===== src/rtl/vec_mem_seq_if.sv =====
// Command and RAM port-A bundle for the strided vector load/store sequencer.
// slave = sequencer; master = command issuer together with the RAM that returns mem_dout.
interface vec_mem_seq_if #(
   parameter int ADDR_WIDTH = 19,
   parameter int DATA_WIDTH = 32,
   parameter int VLEN       = 8,
   parameter int LEN_W      = 4
);
   logic                         start;
   logic                         is_store;
   logic [ADDR_WIDTH-1:0]        base_addr;
   logic [ADDR_WIDTH-1:0]        stride;
   logic [LEN_W-1:0]             len;
   logic [VLEN*DATA_WIDTH-1:0]   st_data;
   logic                         busy;
   logic                         done;
   logic [VLEN*DATA_WIDTH-1:0]   ld_data;
   logic                         mem_w;
   logic [ADDR_WIDTH-1:0]        mem_addr;
   logic [DATA_WIDTH-1:0]        mem_din;
   logic [DATA_WIDTH-1:0]        mem_dout;

   modport master (
      output start, is_store, base_addr, stride, len, st_data, mem_dout,
      input  busy, done, ld_data, mem_w, mem_addr, mem_din
   );

   modport slave (
      input  start, is_store, base_addr, stride, len, st_data, mem_dout,
      output busy, done, ld_data, mem_w, mem_addr, mem_din
   );
endinterface


===== src/rtl/vec_mem_seq.sv =====
// Strided vector load/store sequencer: one element access per clock on RAM port A,
// loads assembled into a VLEN-wide result, stores taken from a VLEN-wide operand.
module vec_mem_seq #(
   parameter int ADDR_WIDTH = 19,
   parameter int DATA_WIDTH = 32,
   parameter int VLEN       = 8,
   parameter int LEN_W      = 4
) (
   input  logic             clk,
   input  logic             rst_n,
   vec_mem_seq_if.slave     bus
);
   localparam logic [1:0] S_IDLE = 2'd0;
   localparam logic [1:0] S_RUN  = 2'd1;
   localparam logic [1:0] S_DONE = 2'd2;

   logic [1:0]                 r_state;
   logic                       r_is_store;
   logic [ADDR_WIDTH-1:0]      r_stride;
   logic [LEN_W-1:0]           r_len;
   logic [LEN_W-1:0]           r_idx;
   logic [ADDR_WIDTH-1:0]      r_mem_addr;
   logic [VLEN*DATA_WIDTH-1:0] r_st_data;
   logic [VLEN*DATA_WIDTH-1:0] r_ld_data;

   logic [LEN_W-1:0]           w_len_eff;
   logic [LEN_W-1:0]           w_last_idx;

   always_comb begin
      w_len_eff = (bus.len > LEN_W'(VLEN)) ? LEN_W'(VLEN) : bus.len;
   end

   assign w_last_idx = r_len - LEN_W'(1);

   // NOTE: every flop, including the wide operand/result vectors, is cleared by the
   // async reset so an interrupted command leaves no stale data visible.
   always_ff @(posedge clk or negedge rst_n) begin
      if (!rst_n) begin
         r_state    <= S_IDLE;
         r_is_store <= 1'b0;
         r_stride   <= '0;
         r_len      <= '0;
         r_idx      <= '0;
         r_mem_addr <= '0;
         r_st_data  <= '0;
         r_ld_data  <= '0;
      end else begin
         // NOTE: non-blocking assignments keep every register reading pre-edge values.
         case (r_state)
            S_IDLE: begin
               if (bus.start) begin
                  r_is_store <= bus.is_store;
                  r_stride   <= bus.stride;
                  r_len      <= w_len_eff;
                  r_idx      <= '0;
                  r_mem_addr <= bus.base_addr;
                  // Zero-length commands leave mem_din holding its previous value.
                  if (w_len_eff != '0) r_st_data <= bus.st_data;
                  if (!bus.is_store)   r_ld_data <= '0;
                  r_state <= (w_len_eff == '0) ? S_DONE : S_RUN;
               end
            end
            S_RUN: begin
               if (!r_is_store) begin
                  for (int i = 0; i < VLEN; i++) begin
                     if (r_idx == LEN_W'(i)) r_ld_data[i*DATA_WIDTH +: DATA_WIDTH] <= bus.mem_dout;
                  end
               end
               if (r_idx == w_last_idx) begin
                  r_state <= S_DONE;
               end else begin
                  r_idx      <= r_idx + LEN_W'(1);
                  r_mem_addr <= r_mem_addr + r_stride;
                  // The store operand shifts down so the current element always sits at bit 0.
                  r_st_data  <= r_st_data >> DATA_WIDTH;
               end
            end
            S_DONE:  r_state <= S_IDLE;
            default: r_state <= S_IDLE;
         endcase
      end
   end

   assign bus.busy     = (r_state != S_IDLE);
   assign bus.done     = (r_state == S_DONE);
   assign bus.mem_w    = (r_state == S_RUN) && r_is_store;
   assign bus.mem_addr = r_mem_addr;
   assign bus.mem_din  = r_st_data[DATA_WIDTH-1:0];
   assign bus.ld_data  = r_ld_data;
endmodule


===== src/flat_wrapper.sv =====
// flat-port wrapper written by rule: the top's interface ports become plain ports
module vec_mem_seq_flat 
#(
   parameter int ADDR_WIDTH = 19,
   parameter int DATA_WIDTH = 32,
   parameter int VLEN       = 8,
   parameter int LEN_W      = 4
)
  (clk, rst_n, bus_start, bus_is_store, bus_base_addr, bus_stride, bus_len, bus_st_data, bus_mem_dout, bus_busy, bus_done, bus_ld_data, bus_mem_w, bus_mem_addr, bus_mem_din);
  vec_mem_seq_if #(.ADDR_WIDTH(ADDR_WIDTH), .DATA_WIDTH(DATA_WIDTH), .VLEN(VLEN), .LEN_W(LEN_W)) bus_i ();
  input  logic clk;
  input  logic rst_n;
  input wire logic [$bits(bus_i.start)-1:0] bus_start;
  input wire logic [$bits(bus_i.is_store)-1:0] bus_is_store;
  input wire logic [$bits(bus_i.base_addr)-1:0] bus_base_addr;
  input wire logic [$bits(bus_i.stride)-1:0] bus_stride;
  input wire logic [$bits(bus_i.len)-1:0] bus_len;
  input wire logic [$bits(bus_i.st_data)-1:0] bus_st_data;
  input wire logic [$bits(bus_i.mem_dout)-1:0] bus_mem_dout;
  output wire logic [$bits(bus_i.busy)-1:0] bus_busy;
  output wire logic [$bits(bus_i.done)-1:0] bus_done;
  output wire logic [$bits(bus_i.ld_data)-1:0] bus_ld_data;
  output wire logic [$bits(bus_i.mem_w)-1:0] bus_mem_w;
  output wire logic [$bits(bus_i.mem_addr)-1:0] bus_mem_addr;
  output wire logic [$bits(bus_i.mem_din)-1:0] bus_mem_din;
  assign bus_i.start = bus_start;
  assign bus_i.is_store = bus_is_store;
  assign bus_i.base_addr = bus_base_addr;
  assign bus_i.stride = bus_stride;
  assign bus_i.len = bus_len;
  assign bus_i.st_data = bus_st_data;
  assign bus_i.mem_dout = bus_mem_dout;
  assign bus_busy = bus_i.busy;
  assign bus_done = bus_i.done;
  assign bus_ld_data = bus_i.ld_data;
  assign bus_mem_w = bus_i.mem_w;
  assign bus_mem_addr = bus_i.mem_addr;
  assign bus_mem_din = bus_i.mem_din;
  vec_mem_seq #(.ADDR_WIDTH(ADDR_WIDTH), .DATA_WIDTH(DATA_WIDTH), .VLEN(VLEN), .LEN_W(LEN_W)) u_core (.clk(clk), .rst_n(rst_n), .bus(bus_i));
endmodule

===== config.mk =====
export PLATFORM = sky130hd
export DESIGN_NAME = vec_mem_seq_flat
export DESIGN_NICKNAME = d
export VERILOG_FILES = /design/src/rtl/vec_mem_seq_if.sv /design/src/rtl/vec_mem_seq.sv /design/src/flat_wrapper.sv
export SDC_FILE = /design/constraint.sdc
export NUM_CORES = 1
export LEC_CHECK = 0
export ABC_CLOCK_PERIOD_IN_PS = 3300
export CAP_MARGIN = 10
export CORE_AREA = 2 2 252 254
export DETAILED_ROUTE_END_ITERATION = 7
export DIE_AREA = 0 0 254 256
export PLACE_DENSITY = 0.77
export SYNTH_ARGS = -nofsm -noshare
export SYNTH_HDL_FRONTEND = slang
export SYNTH_SLANG_ARGS = --single-unit

===== constraint.sdc =====
create_clock -name clk -period 3.3 [get_ports clk]
set_clock_uncertainty 0.1 [all_clocks]
set_input_delay 0.33 -clock clk [delete_from_list [all_inputs] [get_ports clk]]
set_output_delay 0.33 -clock clk [all_outputs]
set_load 0.01 [all_outputs]

m4.png
The bar under the picture is 100 um long.
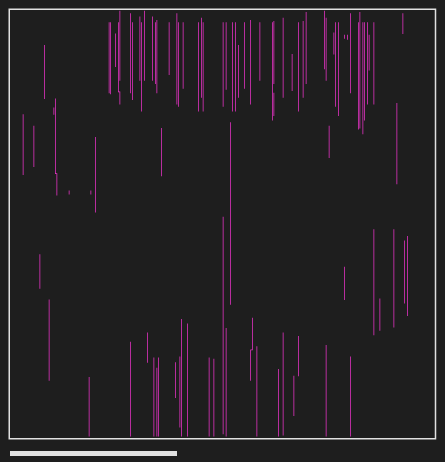
longest straight run: 130 um
wire length on this layer: 3970 um
nets with wire on the layer: 77
share of all routed wire: 5.5%
main direction: vertical
drt total wl: 72.7 mm
vias: 19159

clock_nets.png
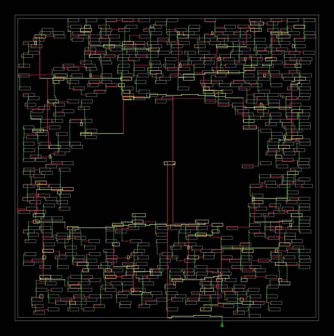
CLK BUF: 83
# clock sinks: 561
Clock net power: 7.01 mW
CTS Buf Count: 60

pinout.png
Pins as bars across the die edge, other pins in gray.
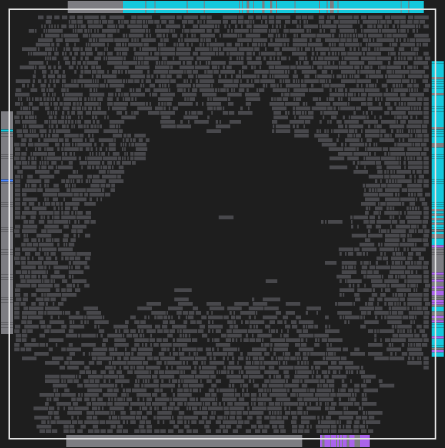
[bus_ld_data] cyan | pins: 256 | direction: output | edge: 172 top, 83 right, 1 left
[bus_mem_w] blue | pins: 1 | direction: output | edge: left
[bus_mem_din] purple | pins: 32 | direction: output | edge: 20 bottom, 12 right
count of input and output buffers: 643
die span in y: 256 um
Die X-Extent: 254 um

==> flow_summary_export.csv <==
group,metric,value,unit
placement,dpl.hpwl,53.2,mm
logic_synthesis,synth.distinct_cells,56,
floorplan,core,62400,sq um
sta,hold_viol_final,0,
logic_synthesis,syn_area_per_cell,10.2,sq um
finish,fill_cells,5395,
logic_synthesis,syn_nets,2712,
clock_network,path_clk_slew,0.06,ns
logic_synthesis,syn_area,24000,sq um
sta,grt_setup_unrepaired,"false",
logic_synthesis,simple_gate_share,0.118,
finish,nonClkBufAreaFrac,0.214,
finish,fin_nets,3291,
clock_network,cts-root-buf,"clkbuf_16",
finish,final_util,0.534,
finish,buffers,703,
sta,min_period_over_period,0.849,
finish,seq_area,14000,sq um
setup_path,crit_arrival,2.37,ns
logic_synthesis,yosysMostFrequentCell,"nand2_1",
finish,comb_cells,1594,
detailed_routing,wire_per_inst,18.9,um
logic_synthesis,yosys_warnings,0,
sta,slew_headroom,0.413,
sta,setup-tns-final,0,ns
grt,grt_max_degree,103,
logic_synthesis,async_reset_ff_frac,1.00,
floorplan,ioPinCount,644,
detailed_routing,viasPerCell,4.98,
logic_synthesis,synth_top_area_share,0.585,
finish,seq_cells,561,
finish,mostFrequentLayoutCell,"clkdlybuf4s50_1",
run_status,status,"complete, no violations",
finish,fin_cells,3846,
logic_synthesis,edf_count,0,
power_and_ir_drop,ir_worst_vdd,672,uV
sta,tightest_slew,0.870,ns
logic_synthesis,synth_top_flop_cell,"dfrtp_1",
finish,comb_share,0.268,
power_and_ir_drop,power_density,1050,nW/um^2
grt,grt_pass1_vias,18989,
finish,final_layout_size_suffix_gt1_frac,0.0590,
detailed_routing,drcViolationCount,0,
logic_synthesis,topCellsByArea,"dfrtp_1 59%, nand2_1 9.8%, mux2i_1 9.3%, o21ai_0 6.5%, o21ai_1 4.0%",
finish,largest_class,"flip-flops and latches",
flow_run,maxCapViolCount,0,
grt,grt_pass1_wl,112,mm
placement,place_ws,0.673,ns
grt,grt_use_total,0.222,
sta,finalMaxSlewViolations,0,
finish,lay_top_cells,"642 x clkdlybuf4s50_1, 621 x nand2_1, 561 x dfrtp_1, 313 x o21ai_0, 224 x mux2i_1",
clock_network,cts_tree,"done",
logic_synthesis,fa_ha_area_frac,0.0128,
detailed_routing,drtAntennaViolNets,0,
setup_path,cp-end-kind,"primary output",
logic_synthesis,synth_seq_share,0.585,
logic_synthesis,ys_cells,2354,
placement,gp_congestion,0.871,
power_and_ir_drop,power.total,34.8,mW
finish,clkCellAreaFrac,0.0623,
logic_synthesis,top_area_cell,"dfrtp_1",
grt,antenna_found_initial,22,
logic_synthesis,mux_area_frac,0.0935,
clock_network,cts_htree_levels,2,
finish,inv_count,13,
sta,period_needed,2.80,ns
sta,fmax,357,MHz
setup_path,crit_required,2.87,ns
clock_network,postCtsSetupBuffers,0,
flow_run,tool_warnings,32,
setup_path,cp_max_fo,10,
floorplan,floorplan.rows,92,
logic_synthesis,ys_ff,561,
sta,setup_viol,0,
power_and_ir_drop,p_leak,14.6,nW
setup_path,path_class,"reg -> out",
finish,diodes,19,
logic_synthesis,synth-compound-area-share,0.139,
logic_synthesis,synthXorXnorAreaFrac,0.00574,
placement,dp.cells,3716,
grt,grt.overflow.total,0,
floorplan,die-area,65000,sq um
sizing.png
The bar under the picture is 100 um long.
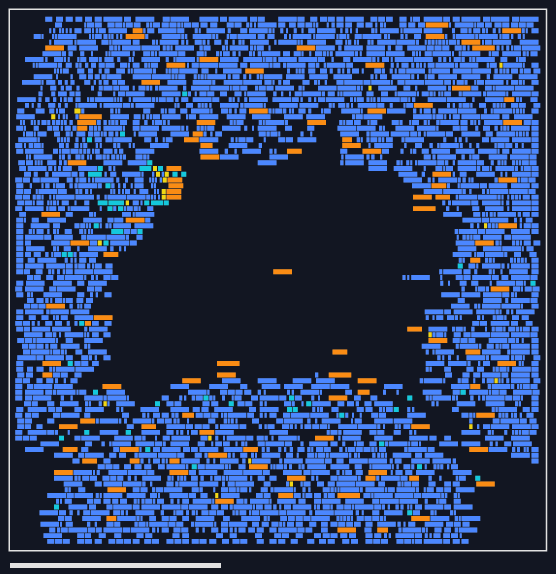
[x6 and larger] orange | cells: 105 | most used: clkbuf_16
[x2] yellow | cells: 21 | most used: clkinv_2
[x1 and smaller] blue | cells: 2805 | most used: clkdlybuf4s50_1
[x3 and x4] cyan | cells: 50 | most used: buf_4
Area growth syn-to-layout: 39.0%
fin worst setup slack: 0.498 ns

clock_wires.png
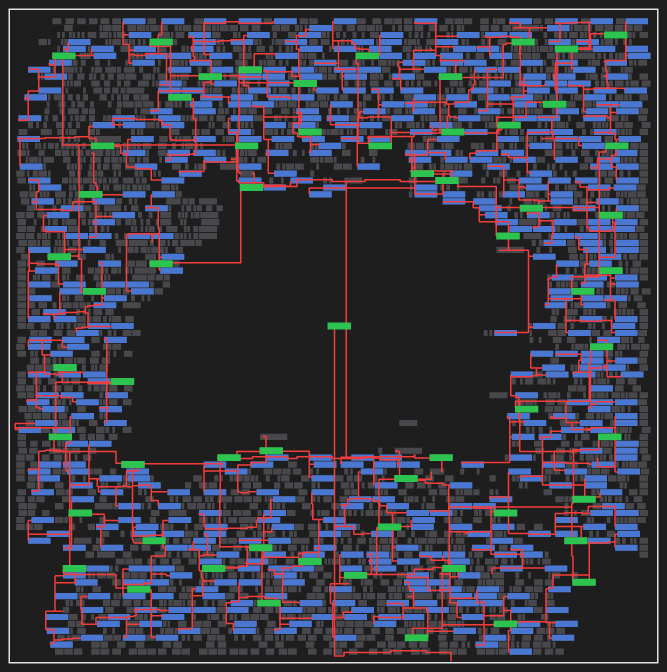
[flip-flops] blue | count: 561
[clock-net drivers] green | count: 60
[clock wires] red | length: 6990 um
routed clock nets: 61
flops lie: spread over the die

[final timing paths]
check | startpoint | end | slack, ns | depth (start not counted)
max in group asynchronous | rst_n | u_core.bus.mem_addr[6] | 1.83 | 3
max | u_core.r_state[1] | bus_mem_w | 0.50 | 3
max reg2reg | u_core.bus.mem_addr[0] | u_core.bus.mem_addr[14] | 0.64 | 9
min in group asynchronous | rst_n | u_core.r_st_data[248] | 0.27 | 2
min reg2reg | u_core.r_st_data[27] | u_core.r_st_data[27] | 0.37 | 2
min | bus_stride[14] | u_core.r_stride[14] | 0.15 | 3
[metal layers]
layer	GRT usage	share of wire	vias to the layer above
met5	0	0.00017	-
met4	0.128	0.055	2
met3	0.0351	0.054	198
met2	0.358	0.48	673
met1	0.282	0.41	9109
li1	-	-	9177
[registers in the layout (all words and copies together) (netlist names)]
signal	flops
u_core.bus.ld_data	256
u_core.r_st_data	256
u_core.bus.mem_addr	19
u_core.r_stride	19
u_core.r_idx	4
u_core.r_len	4
u_core.r_state	2
u_core.r_is_store	1
[kinds of logic after synthesis]
group                    count (synthesis)
flip-flops                             561
adder cells (fa/ha/maj)                 24
AND-OR/OR-AND                          615
buffers and inverters                  199
XOR/XNOR                                14
multiplexers                           224
AND/OR/NAND/NOR                        717
[power breakdown]
part           total [mW]  switching, mW  internal (mW)
sequential           11.6           1.73           9.88
clock                7.01           2.83           4.18
combinational        16.2           9.22           6.99
total                34.8           13.8           21.0
[timing repair]
action,in CTS,in global routing
hold endpoints to repair,63,0
hold buffers,1,0
resized,0,0
[critical path: stages (launching register included)]
cell	delay [ns]
dfrtp_1	0.50
nand2b_1	0.49
nor2_1	0.21
clkdlybuf4s50_1	0.58
Power figures rest on the tool's default switching activity, not on a simulated workload.
